--- src/rtl/perf_stats_pkg.sv ---
// Shared types and helpers for the performance-statistics response tracker.
// Queue entries and the latency helper are sized by the package default widths.
package perf_stats_pkg;

  localparam int DEF_DEPTH   = 16;
  localparam int DEF_ADDR_W  = 32;
  localparam int DEF_CYCLE_W = 64;
  localparam int DEF_LAT_W   = 32;
  localparam int ID_W        = 32;

  typedef struct packed {
    logic [ID_W-1:0]        id;
    logic [DEF_ADDR_W-1:0]  addr;
    logic                   is_write;
    logic [DEF_CYCLE_W-1:0] cycle;
  } entry_t;

  // Clamp a raw cycle delta to the largest representable latency.
  function automatic logic [DEF_LAT_W-1:0] sat_lat(input logic [DEF_CYCLE_W-1:0] delta);
    if (delta > DEF_CYCLE_W'({DEF_LAT_W{1'b1}}))
      return {DEF_LAT_W{1'b1}};
    else
      return delta[DEF_LAT_W-1:0];
  endfunction

endpackage

--- src/rtl/perf_stats_response_tracker_if.sv ---
// Request/response handshake plus the per-request latency record.
interface perf_stats_response_tracker_if #(
  parameter int ADDR_W  = 32,
  parameter int CYCLE_W = 64,
  parameter int LAT_W   = 32
);
  logic               req_fire;
  logic               req_rd;
  logic               req_wr;
  logic [ADDR_W-1:0]  req_addr;
  logic               resp_fire;
  logic [ADDR_W-1:0]  resp_addr;
  logic [CYCLE_W-1:0] global_cycle;

  logic               lat_valid;
  logic [31:0]        lat_id;
  logic [LAT_W-1:0]   lat_cycles;
  logic               lat_is_write;

  modport master (
    output req_fire, req_rd, req_wr, req_addr, resp_fire, resp_addr, global_cycle,
    input  lat_valid, lat_id, lat_cycles, lat_is_write
  );

  modport slave (
    input  req_fire, req_rd, req_wr, req_addr, resp_fire, resp_addr, global_cycle,
    output lat_valid, lat_id, lat_cycles, lat_is_write
  );
endinterface

--- src/rtl/perf_stats_fifo.sv ---
// In-order queue of outstanding request entries; push and pop may share a cycle.
module perf_stats_fifo
  import perf_stats_pkg::*;
#(
  parameter int DEPTH = DEF_DEPTH
) (
  input  logic                   clk,
  input  logic                   reset_n,
  input  logic                   push,
  input  entry_t                 din,
  input  logic                   pop,
  output entry_t                 head,
  output logic                   full,
  output logic                   empty,
  output logic [$clog2(DEPTH):0] count
);
  localparam int AW = $clog2(DEPTH);

  entry_t        mem [DEPTH];
  logic [AW-1:0] wr_ptr;
  logic [AW-1:0] rd_ptr;

  // Storage carries no reset; occupancy alone decides what is valid.
  always_ff @(posedge clk) begin
    if (push) mem[wr_ptr] <= din;
  end

  always_ff @(posedge clk or negedge reset_n) begin
    if (!reset_n) begin
      wr_ptr <= '0;
      rd_ptr <= '0;
      count  <= '0;
    end else begin
      if (push) wr_ptr <= wr_ptr + AW'(1);
      if (pop)  rd_ptr <= rd_ptr + AW'(1);
      case ({push, pop})
        2'b10:   count <= count + (AW+1)'(1);
        2'b01:   count <= count - (AW+1)'(1);
        default: count <= count;
      endcase
    end
  end

  assign head  = mem[rd_ptr];
  assign full  = (count == (AW+1)'(DEPTH));
  assign empty = (count == '0);

endmodule

--- src/rtl/perf_stats_response_tracker.sv ---
// Retires outstanding requests on responses, emitting latency records and
// running aggregates with sticky protocol-error flags.
module perf_stats_response_tracker
  import perf_stats_pkg::*;
#(
  parameter int DEPTH   = DEF_DEPTH,
  parameter int ADDR_W  = DEF_ADDR_W,
  parameter int CYCLE_W = DEF_CYCLE_W,
  parameter int LAT_W   = DEF_LAT_W
) (
  input  logic                         clk,
  input  logic                         reset_n,
  perf_stats_response_tracker_if.slave bus,
  output logic [$clog2(DEPTH):0]       outstanding,
  output logic [31:0]                  stat_rd_count,
  output logic [31:0]                  stat_wr_count,
  output logic [63:0]                  stat_lat_sum,
  output logic [LAT_W-1:0]             stat_lat_min,
  output logic [LAT_W-1:0]             stat_lat_max,
  output logic                         err_overflow,
  output logic                         err_underflow,
  output logic                         err_addr_mismatch
);
  logic [ID_W-1:0]  id_cnt;
  entry_t           push_ent;
  entry_t           head;
  logic             full;
  logic             empty;
  logic             do_push;
  logic             do_pop;
  logic [LAT_W-1:0] lat_now;
  logic [64:0]      sum_wide;

  logic             lat_valid_q;
  logic [31:0]      lat_id_q;
  logic [LAT_W-1:0] lat_cycles_q;
  logic             lat_is_write_q;

  // A full queue still accepts a request when a response frees the head slot.
  assign do_pop  = bus.resp_fire && !empty;
  assign do_push = bus.req_fire && (!full || do_pop);

  always_comb begin
    push_ent          = '0;
    push_ent.id       = id_cnt;
    push_ent.addr     = DEF_ADDR_W'(bus.req_addr);
    push_ent.is_write = bus.req_wr && !bus.req_rd;
    push_ent.cycle    = DEF_CYCLE_W'(bus.global_cycle);
  end

  assign lat_now  = LAT_W'(sat_lat(DEF_CYCLE_W'(bus.global_cycle - CYCLE_W'(head.cycle))));
  assign sum_wide = {1'b0, stat_lat_sum} + 65'(lat_now);

  perf_stats_fifo #(.DEPTH(DEPTH)) u_fifo (
    .clk     (clk),
    .reset_n (reset_n),
    .push    (do_push),
    .din     (push_ent),
    .pop     (do_pop),
    .head    (head),
    .full    (full),
    .empty   (empty),
    .count   (outstanding)
  );

  always_ff @(posedge clk or negedge reset_n) begin
    if (!reset_n) begin
      id_cnt            <= '0;
      lat_valid_q       <= 1'b0;
      lat_id_q          <= '0;
      lat_cycles_q      <= '0;
      lat_is_write_q    <= 1'b0;
      stat_rd_count     <= '0;
      stat_wr_count     <= '0;
      stat_lat_sum      <= '0;
      stat_lat_min      <= '1;
      stat_lat_max      <= '0;
      err_overflow      <= 1'b0;
      err_underflow     <= 1'b0;
      err_addr_mismatch <= 1'b0;
    end else begin
      lat_valid_q <= do_pop;
      if (bus.req_fire) id_cnt <= id_cnt + 32'd1;
      if (bus.req_fire && !do_push) err_overflow <= 1'b1;
      if (bus.resp_fire && empty)   err_underflow <= 1'b1;
      if (do_pop) begin
        lat_id_q       <= head.id;
        lat_cycles_q   <= lat_now;
        lat_is_write_q <= head.is_write;
        if (head.is_write) stat_wr_count <= stat_wr_count + 32'd1;
        else               stat_rd_count <= stat_rd_count + 32'd1;
        stat_lat_sum <= sum_wide[64] ? '1 : sum_wide[63:0];
        if (lat_now < stat_lat_min) stat_lat_min <= lat_now;
        if (lat_now > stat_lat_max) stat_lat_max <= lat_now;
        if (bus.resp_addr != ADDR_W'(head.addr)) err_addr_mismatch <= 1'b1;
      end
    end
  end

  assign bus.lat_valid    = lat_valid_q;
  assign bus.lat_id       = lat_id_q;
  assign bus.lat_cycles   = lat_cycles_q;
  assign bus.lat_is_write = lat_is_write_q;

endmodule
--- src/flat_wrapper.sv ---
// flat-port wrapper written by rule: the top's interface ports become plain ports
module perf_stats_response_tracker_flat import perf_stats_pkg::*;
#(
  parameter int DEPTH   = DEF_DEPTH,
  parameter int ADDR_W  = DEF_ADDR_W,
  parameter int CYCLE_W = DEF_CYCLE_W,
  parameter int LAT_W   = DEF_LAT_W
)
  (clk, reset_n, outstanding, stat_rd_count, stat_wr_count, stat_lat_sum, stat_lat_min, stat_lat_max, err_overflow, err_underflow, err_addr_mismatch, bus_req_fire, bus_req_rd, bus_req_wr, bus_req_addr, bus_resp_fire, bus_resp_addr, bus_global_cycle, bus_lat_valid, bus_lat_id, bus_lat_cycles, bus_lat_is_write);
  perf_stats_response_tracker_if #(.ADDR_W(ADDR_W), .CYCLE_W(CYCLE_W), .LAT_W(LAT_W)) bus_i ();
  input  logic clk;
  input  logic reset_n;
  output logic [$clog2(DEPTH):0] outstanding;
  output logic [31:0] stat_rd_count;
  output logic [31:0] stat_wr_count;
  output logic [63:0] stat_lat_sum;
  output logic [LAT_W-1:0] stat_lat_min;
  output logic [LAT_W-1:0] stat_lat_max;
  output logic err_overflow;
  output logic err_underflow;
  output logic err_addr_mismatch;
  input wire logic [$bits(bus_i.req_fire)-1:0] bus_req_fire;
  input wire logic [$bits(bus_i.req_rd)-1:0] bus_req_rd;
  input wire logic [$bits(bus_i.req_wr)-1:0] bus_req_wr;
  input wire logic [$bits(bus_i.req_addr)-1:0] bus_req_addr;
  input wire logic [$bits(bus_i.resp_fire)-1:0] bus_resp_fire;
  input wire logic [$bits(bus_i.resp_addr)-1:0] bus_resp_addr;
  input wire logic [$bits(bus_i.global_cycle)-1:0] bus_global_cycle;
  output wire logic [$bits(bus_i.lat_valid)-1:0] bus_lat_valid;
  output wire logic [$bits(bus_i.lat_id)-1:0] bus_lat_id;
  output wire logic [$bits(bus_i.lat_cycles)-1:0] bus_lat_cycles;
  output wire logic [$bits(bus_i.lat_is_write)-1:0] bus_lat_is_write;
  assign bus_i.req_fire = bus_req_fire;
  assign bus_i.req_rd = bus_req_rd;
  assign bus_i.req_wr = bus_req_wr;
  assign bus_i.req_addr = bus_req_addr;
  assign bus_i.resp_fire = bus_resp_fire;
  assign bus_i.resp_addr = bus_resp_addr;
  assign bus_i.global_cycle = bus_global_cycle;
  assign bus_lat_valid = bus_i.lat_valid;
  assign bus_lat_id = bus_i.lat_id;
  assign bus_lat_cycles = bus_i.lat_cycles;
  assign bus_lat_is_write = bus_i.lat_is_write;
  perf_stats_response_tracker #(.DEPTH(DEPTH), .ADDR_W(ADDR_W), .CYCLE_W(CYCLE_W), .LAT_W(LAT_W)) u_core (.clk(clk), .reset_n(reset_n), .bus(bus_i), .outstanding(outstanding), .stat_rd_count(stat_rd_count), .stat_wr_count(stat_wr_count), .stat_lat_sum(stat_lat_sum), .stat_lat_min(stat_lat_min), .stat_lat_max(stat_lat_max), .err_overflow(err_overflow), .err_underflow(err_underflow), .err_addr_mismatch(err_addr_mismatch));
endmodule
--- config.mk ---
export PLATFORM = sky130hd
export DESIGN_NAME = perf_stats_response_tracker_flat
export DESIGN_NICKNAME = d
export VERILOG_FILES = /design/src/rtl/perf_stats_pkg.sv /design/src/rtl/perf_stats_response_tracker_if.sv /design/src/rtl/perf_stats_fifo.sv /design/src/rtl/perf_stats_response_tracker.sv /design/src/flat_wrapper.sv
export SDC_FILE = /design/constraint.sdc
export NUM_CORES = 2
export LEC_CHECK = 0
export CAP_MARGIN = 20
export CELL_PAD_IN_SITES_DETAIL_PLACEMENT = 1
export CELL_PAD_IN_SITES_GLOBAL_PLACEMENT = 1
export CORE_AREA = 5 5 582 584
export CTS_CLUSTER_SIZE = 14
export DETAILED_ROUTE_END_ITERATION = 10
export DIE_AREA = 0 0 587 589
export PLACE_DENSITY_LB_ADDON = 0.1
export SKIP_LAST_GASP = 1
export SLEW_MARGIN = 0
export SYNTH_ARGS = -nofsm -noshare
export SYNTH_HDL_FRONTEND = slang
export SYNTH_SLANG_ARGS = --single-unit
--- constraint.sdc ---
create_clock -name clk -period 10.4 [get_ports clk]
set_clock_uncertainty 0.15 [all_clocks]
set_input_delay 1.56 -clock clk [delete_from_list [all_inputs] [get_ports clk]]
set_output_delay 1.56 -clock clk [all_outputs]
set_load 0.005 [all_outputs]
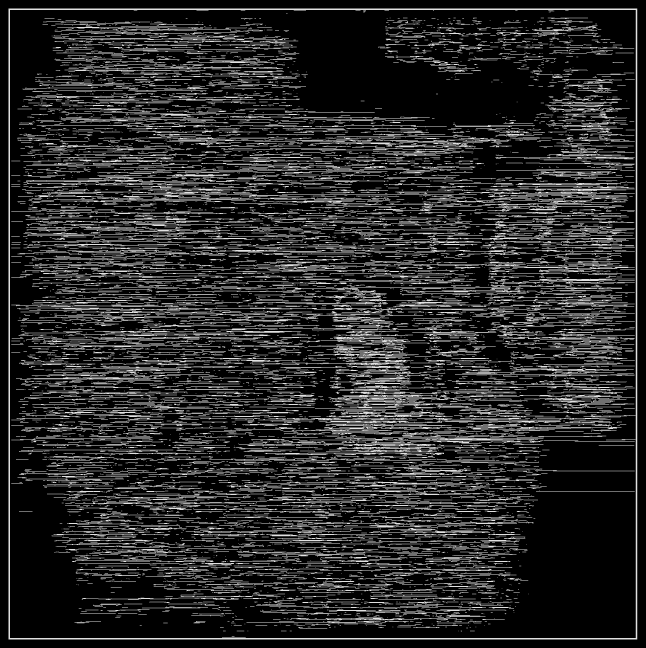
m1.png
nets with wire on the layer: 6301
wire length on this layer: 141 mm
share of all routed wire: 45%
via count: 54793
met1 Usage GRT: 0.241
final WL: 314000 um

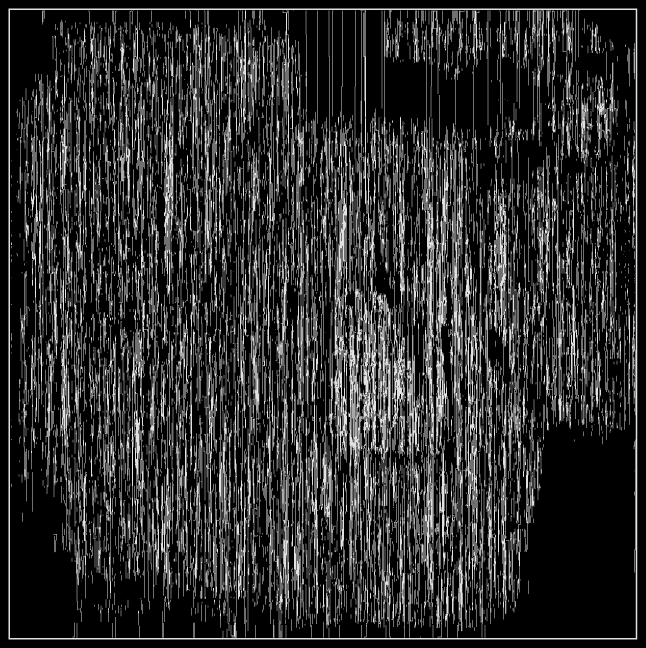
m2.png
main direction: vertical
nets with wire on the layer: 6009
M2 GR Usage: 0.304

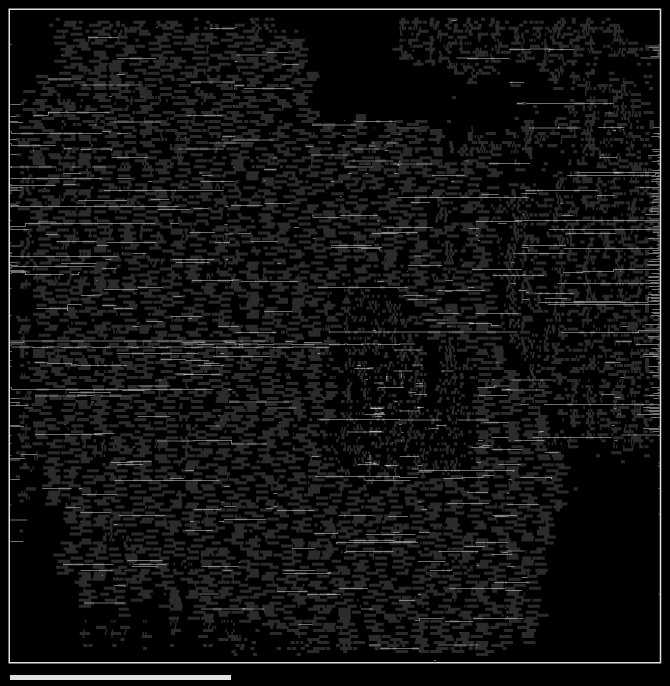
m3.png
The bar under the picture is 200 um long.
main direction: horizontal
nets with wire on the layer: 432
longest straight run: 233 um
met3 usage: 0.0273

==> impl_metrics.json <==
{
  "grt_first_pass_wirelength_um": 452000,
  "tightest_slew_ns": 1.00,
  "p_per_area_nw_per_um2": 299,
  "yosys.area.top_type_share": 0.623,
  "dr_wl_met2_um": 155000,
  "power.switching_uw": 12800,
  "avgViaCountPerCell": 5.04,
  "pin_count": 400,
  "hpwl_um": 191000,
  "area_dominant_class": "registers",
  "hp-class": "reg -> reg",
  "tritoncts": "done",
  "ys_sh_simple": 0.0478,
  "cts_inserted_buffers": 286,
  "top_cell": "edfxtp_1",
  "cts.sinks": 2370,
  "taps": 4387,
  "status": "completed",
  "syn_inst": 5588,
  "num_antenna_cells": 5,
  "design_area_um2": 119000,
  "root_buffer": "clkbuf_16",
  "final-comb-area_um2": 28100,
  "timing.max_cap.violations": 0,
  "topCellsByArea": "edfxtp_1 62%, mux4_2 13%, dfrtp_1 6.9%",
  "ff2ff_path_depth": 36,
  "synthAoiAreaFrac": 0.0441,
  "num-nonclk-inverters": 168,
  "top_layer_used": "met5",
  "vdd_drop_max_mv": 0.176,
  "fp.dieW_um": 587,
  "endpoint": "u_core.stat_lat_sum[57]",
  "grt_overflow": 0,
  "syn_nets": 5892,
  "synthTopLogicFamily": "multiplexers",
  "holdBufCountCts": 0,
  "regMostFlops": "u_core.u_fifo.mem",
  "tool_warnings": 33,
  "yosysWarnings": 0,
  "setup-tns-final_ns": 0,
  "met3WireLength_um": 12200,
  "dp_cells": 10368,
  "nonClkBufAreaFrac": 0.0516,
  "min-delay-start": "u_core.err_addr_mismatch",
  "drtIter0Drc": 3405,
  "comb_area_frac": 0.237,
  "synth_cell_types": 110,
  "p_leak_uw": 0.0402,
  "synth-seq-cells": 2370,
  "edf_count": 2064,
  "fillers": 33125,
  "clk_latency_ns": 0.90,
  "crit-reg2reg-launch": "u_core.u_fifo.rd_ptr[0]",
  "holdPathEnd": "u_core.err_addr_mismatch",
  "end_kind": "flop",
  "setup_viol": 0,
  "worstPathArrival_ns": 10.47,
  "regToRegSetupSlack_ns": 0.53,
  "globalplace.congestion": 0.869,
  "drc": 0,
  "netlist_area_um2": 99400,
  "max_stage_delay_ns": 0.56,
  "htreeDepth": 5,
  "crit_family": "simple AND/OR/NAND/NOR gates"
}
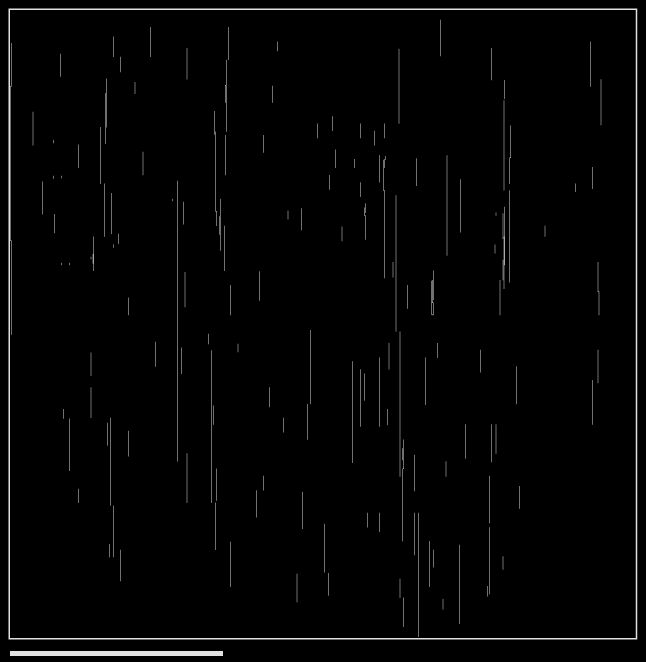
m4.png
The bar under the picture is 200 um long.
wire length on this layer: 5540 um
nets with wire on the layer: 77

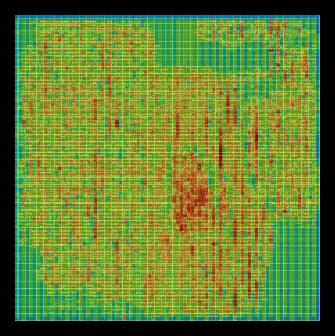
congestion_map.png
GRT busiest layer: met2
Tot GR Track Use: 0.178
Post-Route Utilization: 0.358

